==> config.mk <==
export PLATFORM = sky130hd
export DESIGN_NAME = keypad_scan_driver
export DESIGN_NICKNAME = d
export VERILOG_FILES = /design/src/rtl/keypad_pkg.sv /design/src/rtl/keypad_scan_driver_col_sync.sv /design/src/rtl/keypad_scan_driver.sv
export SDC_FILE = /design/constraint.sdc
export NUM_CORES = 1
export LEC_CHECK = 0
export CAP_MARGIN = 20
export CORE_MARGIN = 1
export CORE_UTILIZATION = 45
export DETAILED_ROUTE_END_ITERATION = 8
export PLACE_DENSITY_LB_ADDON = 0.15
export SYNTH_ARGS = -nofsm -noshare
export SYNTH_HDL_FRONTEND = slang
export SYNTH_SLANG_ARGS = --single-unit
==> constraint.sdc <==
create_clock -name i_clk -period 3.8 [get_ports i_clk]
set_input_delay 0.76 -clock i_clk [delete_from_list [all_inputs] [get_ports i_clk]]
set_output_delay 0.76 -clock i_clk [all_outputs]
set_load 0.02 [all_outputs]
==> src/rtl/keypad_pkg.sv <==
// Shared types and helpers for the 4x4 keypad blocks.
// Column patterns are active-low: a pressed key pulls exactly one bit to 0.
package keypad_pkg;
   typedef enum logic [1:0] {SCAN, CONFIRM, REPORT, RELEASE} state_t;

   localparam int ROWS  = 4;
   localparam int COLS  = 4;
   localparam int KEY_W = 4;
   localparam logic [ROWS-1:0] ROW_IDLE = 4'b1111;

   function automatic logic one_low(input logic [COLS-1:0] c);
      return $countones(~c) == 1;
   endfunction

   function automatic logic [1:0] low_pos(input logic [COLS-1:0] c);
      logic [1:0] p;
      p = '0;
      for (int i = 0; i < COLS; i++)
         if (!c[i]) p = 2'(i);
      return p;
   endfunction
endpackage

==> src/rtl/keypad_scan_driver_col_sync.sv <==
// Generic 2-FF synchronizer, resets to all-ones (idle for pulled-up lines).
// Latency 2 clk; no flow control.
module col_sync #(
   parameter int W = 4
) (
   input  logic         i_clk,
   input  logic         i_rst,
   input  logic [W-1:0] i_d,
   output logic [W-1:0] o_q
);
   logic [W-1:0] r_meta;
   logic [W-1:0] r_sync;

   always_ff @(posedge i_clk) begin
      if (!i_rst) begin
         r_meta <= '1;
         r_sync <= '1;
      end else begin
         r_meta <= i_d;
         r_sync <= r_meta;
      end
   end

   assign o_q = r_sync;
endmodule

==> src/rtl/keypad_scan_driver.sv <==
// Row strobe / column debounce for a 4x4 keypad; emits one key code per press.
// Decisions on clk_lento ticks, 2 clk column sync; key_valid held until key_ready.
module keypad_scan_driver
   import keypad_pkg::*;
#(
   parameter int SETTLE_TICKS   = 2,
   parameter int DEBOUNCE_TICKS = 4
) (
   input  logic             i_clk,
   input  logic             i_rst,
   input  logic             i_clk_lento,
   input  logic [COLS-1:0]  i_col_in,
   output logic [ROWS-1:0]  o_row_out,
   output logic [KEY_W-1:0] o_key_code,
   output logic             o_key_valid,
   input  logic             i_key_ready,
   output logic             o_key_down
);
   localparam int CNT_MAX = (SETTLE_TICKS > DEBOUNCE_TICKS) ? SETTLE_TICKS : DEBOUNCE_TICKS;
   localparam int CNT_W   = $clog2(CNT_MAX + 1);
   localparam logic [CNT_W-1:0] SETTLE_C = CNT_W'(SETTLE_TICKS);
   localparam logic [CNT_W-1:0] DEB_C    = CNT_W'(DEBOUNCE_TICKS);

   logic [COLS-1:0]  w_col_s;
   logic [COLS-1:0]  w_pat;
   logic [CNT_W-1:0] w_cnt_inc;

   state_t           r_state, w_state;
   logic [1:0]       r_row,   w_row;
   logic [CNT_W-1:0] r_cnt,   w_cnt;
   logic [KEY_W-1:0] r_code,  w_code;
   logic             r_down,  w_down;

   col_sync #(.W(COLS)) u_col_sync (
      .i_clk (i_clk),
      .i_rst (i_rst),
      .i_d   (i_col_in),
      .o_q   (w_col_s)
   );

   assign w_cnt_inc = (r_cnt == {CNT_W{1'b1}}) ? r_cnt : r_cnt + 1'b1;
   assign w_pat     = ~(COLS'(1) << r_code[1:0]);

   always_ff @(posedge i_clk) begin
      if (!i_rst) begin
         r_state <= SCAN;
         r_row   <= '0;
         r_cnt   <= '0;
         r_code  <= '0;
         r_down  <= 1'b0;
      end else begin
         r_state <= w_state;
         r_row   <= w_row;
         r_cnt   <= w_cnt;
         r_code  <= w_code;
         r_down  <= w_down;
      end
   end

   always_comb begin
      w_state = r_state;
      w_row   = r_row;
      w_cnt   = r_cnt;
      w_code  = r_code;
      w_down  = r_down;
      case (r_state)
         SCAN: if (i_clk_lento) begin
            if (r_cnt < SETTLE_C) begin
               w_cnt = w_cnt_inc;
            end else if (one_low(w_col_s)) begin
               w_code = {r_row, low_pos(w_col_s)};
               w_cnt  = CNT_W'(1);
               if (DEBOUNCE_TICKS <= 1) begin
                  w_state = REPORT;
                  w_down  = 1'b1;
               end else begin
                  w_state = CONFIRM;
               end
            end else begin
               w_row = r_row + 1'b1;
               w_cnt = '0;
            end
         end
         CONFIRM: if (i_clk_lento) begin
            if (w_col_s == w_pat) begin
               w_cnt = w_cnt_inc;
               if (w_cnt_inc >= DEB_C) begin
                  w_state = REPORT;
                  w_down  = 1'b1;
               end
            end else begin
               w_row   = r_row + 1'b1;
               w_cnt   = '0;
               w_state = SCAN;
            end
         end
         // Ticks are deliberately ignored here; only the handshake moves on.
         REPORT: if (i_key_ready) begin
            w_state = RELEASE;
            w_cnt   = '0;
         end
         RELEASE: if (i_clk_lento) begin
            if (&w_col_s) begin
               w_cnt = w_cnt_inc;
               if (w_cnt_inc >= DEB_C) begin
                  w_down  = 1'b0;
                  w_row   = r_row + 1'b1;
                  w_cnt   = '0;
                  w_state = SCAN;
               end
            end else begin
               w_cnt = '0;
            end
         end
         default: w_state = SCAN;
      endcase
   end

   assign o_row_out   = ROW_IDLE & ~(ROWS'(1) << r_row);
   assign o_key_code  = r_code;
   assign o_key_valid = (r_state == REPORT);
   assign o_key_down  = r_down;
endmodule

==> images/registers.png <==
Scale bar: 20 um. Other sequential cells in the stronger grey, the rest of the logic in the fainter grey.
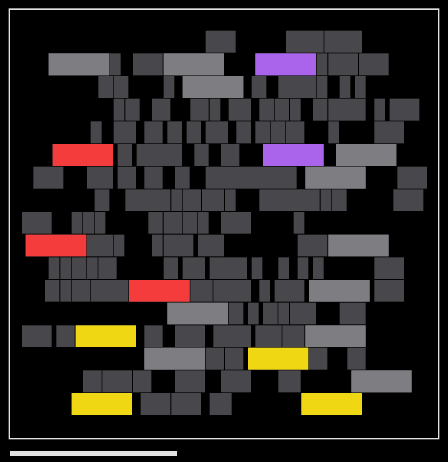
netlist name	colour	sequential cells
`u_col_sync.r_meta`	yellow	4
`r_cnt`	red	3
`r_row`	purple	2
not coloured	11

==> images/final_congestion.png <==
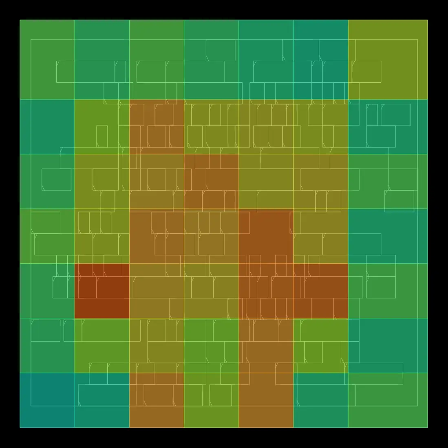
Finished Core Util: 58.93%
average routed wire per standard cell: 13.09 um
GRT met1 Usage: 25.09%

==> images/density.png <==
10 x 10 tiles, from black (low) to pale yellow (high), 0 to 100% covered.
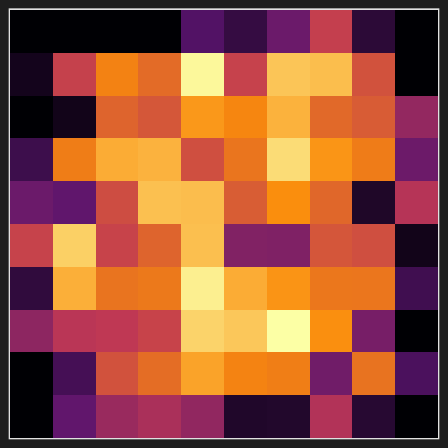
nearly empty tiles	11%
fullest tile	100%
densest ninth of the die	centre

==> images/cell_classes.png <==
Scale bar: 20 um. Fill, decap, tap and diode cells in grey.
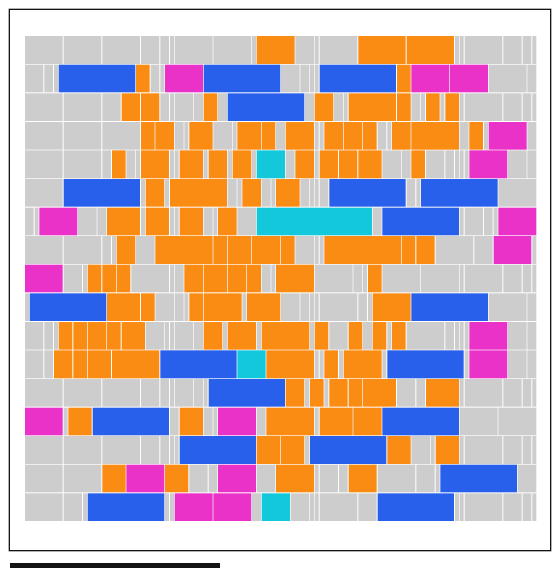
class	colour	cells	share of their area
other buffers and delay cells	magenta	17	13%
flip-flops	blue	20	31%
all other logic	orange	105	52%
clock drivers and dummy loads	cyan	4	4.1%
proportion of cell area occupied by registers: 30.13%
std cell rows: 17
core area: 2255 um2

==> README.md <==
| Item | This run |
|:---|:---|
| Worst slew margin | 57.47% |
| Clock-cell share | 3.955% |
| Leak Pwr | 0.5356 nW |
| Die height | 51.41 um |
| Most popular library cell in the synthesized design by count | sky130_fd_sc_hd__dfxtp_1 |
| Clock latency of the later-clocked register in the worst-skew pair | 0.31 ns |
| Share of the synthesized area in the top cell type | 36.45% |
| Net count of the mapped netlist | 148 |
| Cell depth of the worst setup path | 8 |
| Number of global-route vias before repair | 873 |
| Area fraction in full adders, half adders and majority gates | 10.93% |
| Number of non-clock buffers in the layout | 17 |
| Biggest area consumer among synthesized cells | sky130_fd_sc_hd__dfxtp_1 |
| Largest stage delay on the critical path | 0.68 ns |
| Non-clock inverter count | 12 |
| Total Neg Setup Slack | 0 ns |
| Worst slew pin tran | 0.6374 ns |
| Worst Setup EP | o_key_code[3]$_SDFFE_PN0P_ |
| Switching power of the nets | 108.5 uW |
| Fraction of layout cells with a size suffix above 1 | 6.164% |
| Status | finished clean |
| Initial antenna violation count | 0 |
| CTS max path bufs | 2 |
| Cells on worst reg2reg path | 8 |
| Number of instances in the synthesized netlist | 131 |
| Total CTS buffers | 3 |
| Via density per instance | 5.345 |
| Critical R2R Capture | o_key_code[3]$_SDFFE_PN0P_ |
| Most numerous logic cells after layout | sky130_fd_sc_hd__dfxtp_1, sky130_fd_sc_hd__clkdlybuf4s50_1, sky130_fd_sc_hd__nor2_1 |
| Arrival @ worst endpoint | 3.11 ns |
| Final Wtd Congestion | 0.8702 |
| Number of warnings printed during yosys synthesis | 0 |
| Startpoint of the worst register-to-register path | u_col_sync.o_q[3]$_SDFF_PN1_ |
| Cell-internal power | 352.3 uW |
| Chip area in the Yosys report | 1099 um2 |
| Buffers on Ports | 17 |
| Final number of hold-violating endpoints | 0 |
| Hold Slack | 0.4195 ns |
| Post-DP HPWL | 1653 um |
| Fill cell instance count of the final layout | 227 |
| Final Total Pwr | 460.8 uW |
| Instance count along the most critical hold path | 1 |
| Ordered cell list for the critical path | fa_1, inv_1, ha_1, ha_1, or3b_1, or4_1, a21oi_1, nor2_1 |
| Nets | 164 |
| Setup Fix Bufs, Post-CTS | 0 |
| Source of the worst hold timing path | u_col_sync.r_meta[1]$_SDFF_PN1_ |
| Reg2Reg Setup Slack | 0.88 ns |
| Gr usage total | 20.66% |
| Critical Path Source | u_col_sync.o_q[3]$_SDFF_PN1_ |
| Yosys Instances | 131 |
| Pwr/cell area | 346.8 nW/um2 |
| Required time worst endpoint | 3.99 ns |
| Storage cell area | 400.4 um2 |
| DRC violations left | 0 |
| Startpoint class of the critical path | register |
| Critical path class | register to register |
| Global-route met3 utilization | 2.679% |
| Post-detailed-routing wire length | 2278 um |
| First-pass GRT wire length | 3905 um |
| Initial core utilization | 48.72% |
| Worst Slack Setup Final | 0.8828 ns |
| Vias | 930 |
| Highest routed metal layer | met4 |
| Dominant kind of cell | multi-input combinational cells |
| Clock sink count | 20 |
| Worst IR drop on VDD | 0.1915 mV |
| Count of maximum capacitance violations | 0 |
| Post-cts repair resize count | 0 |
| Worst-path clk slew | 0.12 ns |
| Number of detailed-route iterations in the first pass | 4 |
| I/O pins | 18 |
| Multi-input logic portion of the cell area | 47.08% |
| Total of endpoints with negative setup slack in the final report | 0 |
| Met1 wire length | 1065 um |
| Number of synthesized flops with an enable pin | 0 |
| Area of the mapped netlist | 1099 um2 |
| Simple-gate share of the synthesized area | 26.08% |
| Total of clock buffers placed in the layout | 3 |
| Share of synthesized area occupied by flip-flops and latches | 36.45% |
| Area growth, synth to finish | 20.96% |
| Worst slack at placement | 0.8969 ns |
| Root buf cell | sky130_fd_sc_hd__clkbuf_4 |
| Peak Freq | 342.8 MHz |
| Number of storage elements in the synthesis netlist | 20 |
| Sequential cell count | 20 |
| Top cell by count, worst path | sky130_fd_sc_hd__ha_1 |
| Final non-filler cell total | 174 |
| Biggest fanout along the worst timing path | 7 |
| XOR/XNOR share of the synthesized area | 0% |
| Area of placed instances | 1276 um2 |
| Maximum number of pins on one net before global-route repair | 16 |
| Cell with the largest stage delay on the worst path | sky130_fd_sc_hd__or4_1 |
| GR Layer Usage met2 | 34.42% |
| Tapcell count | 28 |
| Cell area after layout | 1329 um2 |
| Crit path time final | 2.917 ns |
| Largest non-sequential cell family by area | simple AND/OR/NAND/NOR gates |
| Post-CTS Hold Fix Bufs | 0 |
| Buffer and inverter count on the worst path | 1 |
| Initial detailed-routing violation count | 9 |
| Family with the most delay on the worst path | simple AND/OR/NAND/NOR gates |
| Multiplexer area fraction after synthesis | 2.733% |
| Share of total power consumed by net switching | 23.55% |
| Diode count | 0 |
| Most area-consuming cells after synthesis | sky130_fd_sc_hd__dfxtp_1, sky130_fd_sc_hd__ha_1, sky130_fd_sc_hd__nand2b_1 |
| Dpl cells | 170 |
| Clock tree from TritonCTS | built |
| Overflow after GRT | 0 |
| Number of warnings the tools reported | 30 |
| Met2 wire len | 1104 um |
| Power share of the combinational group | 12.5% |
| Sort of element at the end of the critical path | register |
| Final tally of max-slew violations | 0 |
| CTS HTree Levels | 1 |
| Number of nets still failing antenna checks after routing | 0 |
| Number of different library cells in the post-synthesis netlist | 39 |
| Area share of and-or/or-and cells after synthesis | 17.20% |
| X dimension of the die | 51.41 um |
| Combinational Area | 625.6 um2 |
| Post-Route Skew | 0.007590 ns |
| Setup repair after global routing missed its margin | false |
| Path type of the worst min-delay path | register to register |
| Non-clock buffering overhead | 12.81% |
| Worst Hold End | u_col_sync.o_q[1]$_SDFF_PN1_ |
| Busiest metal layer after global routing | met2 |
| Async set-or-reset flop fraction in the synthesized netlist | 0% |
| Dominant register cell | sky130_fd_sc_hd__dfxtp_1 |
power groups by stage:
stage | registers, mW | logic, mW | clock network (mW)
after CTS | 0.226 | 0.0579 | 0.180
after floorplan | 0.228 | 0.0392 | 0
final | 0.227 | 0.0575 | 0.177
after global routing | 0.228 | 0.0647 | 0.186
after global placement | 0.230 | 0.0562 | 0
after detailed placement | 0.231 | 0.0569 | 0
worst register-to-register path: stages, from the launching register on:
cell and delay (ns):
sky130_fd_sc_hd__dfxtp_1 0.39, sky130_fd_sc_hd__fa_1 0.57, sky130_fd_sc_hd__inv_1 0.05, sky130_fd_sc_hd__ha_1 0.19
sky130_fd_sc_hd__ha_1 0.26, sky130_fd_sc_hd__or3b_1 0.40, sky130_fd_sc_hd__or4_1 0.68, sky130_fd_sc_hd__a21oi_1 0.22
sky130_fd_sc_hd__nor2_1 0.06
Power figures rest on the tool's default switching activity, not on a simulated workload.
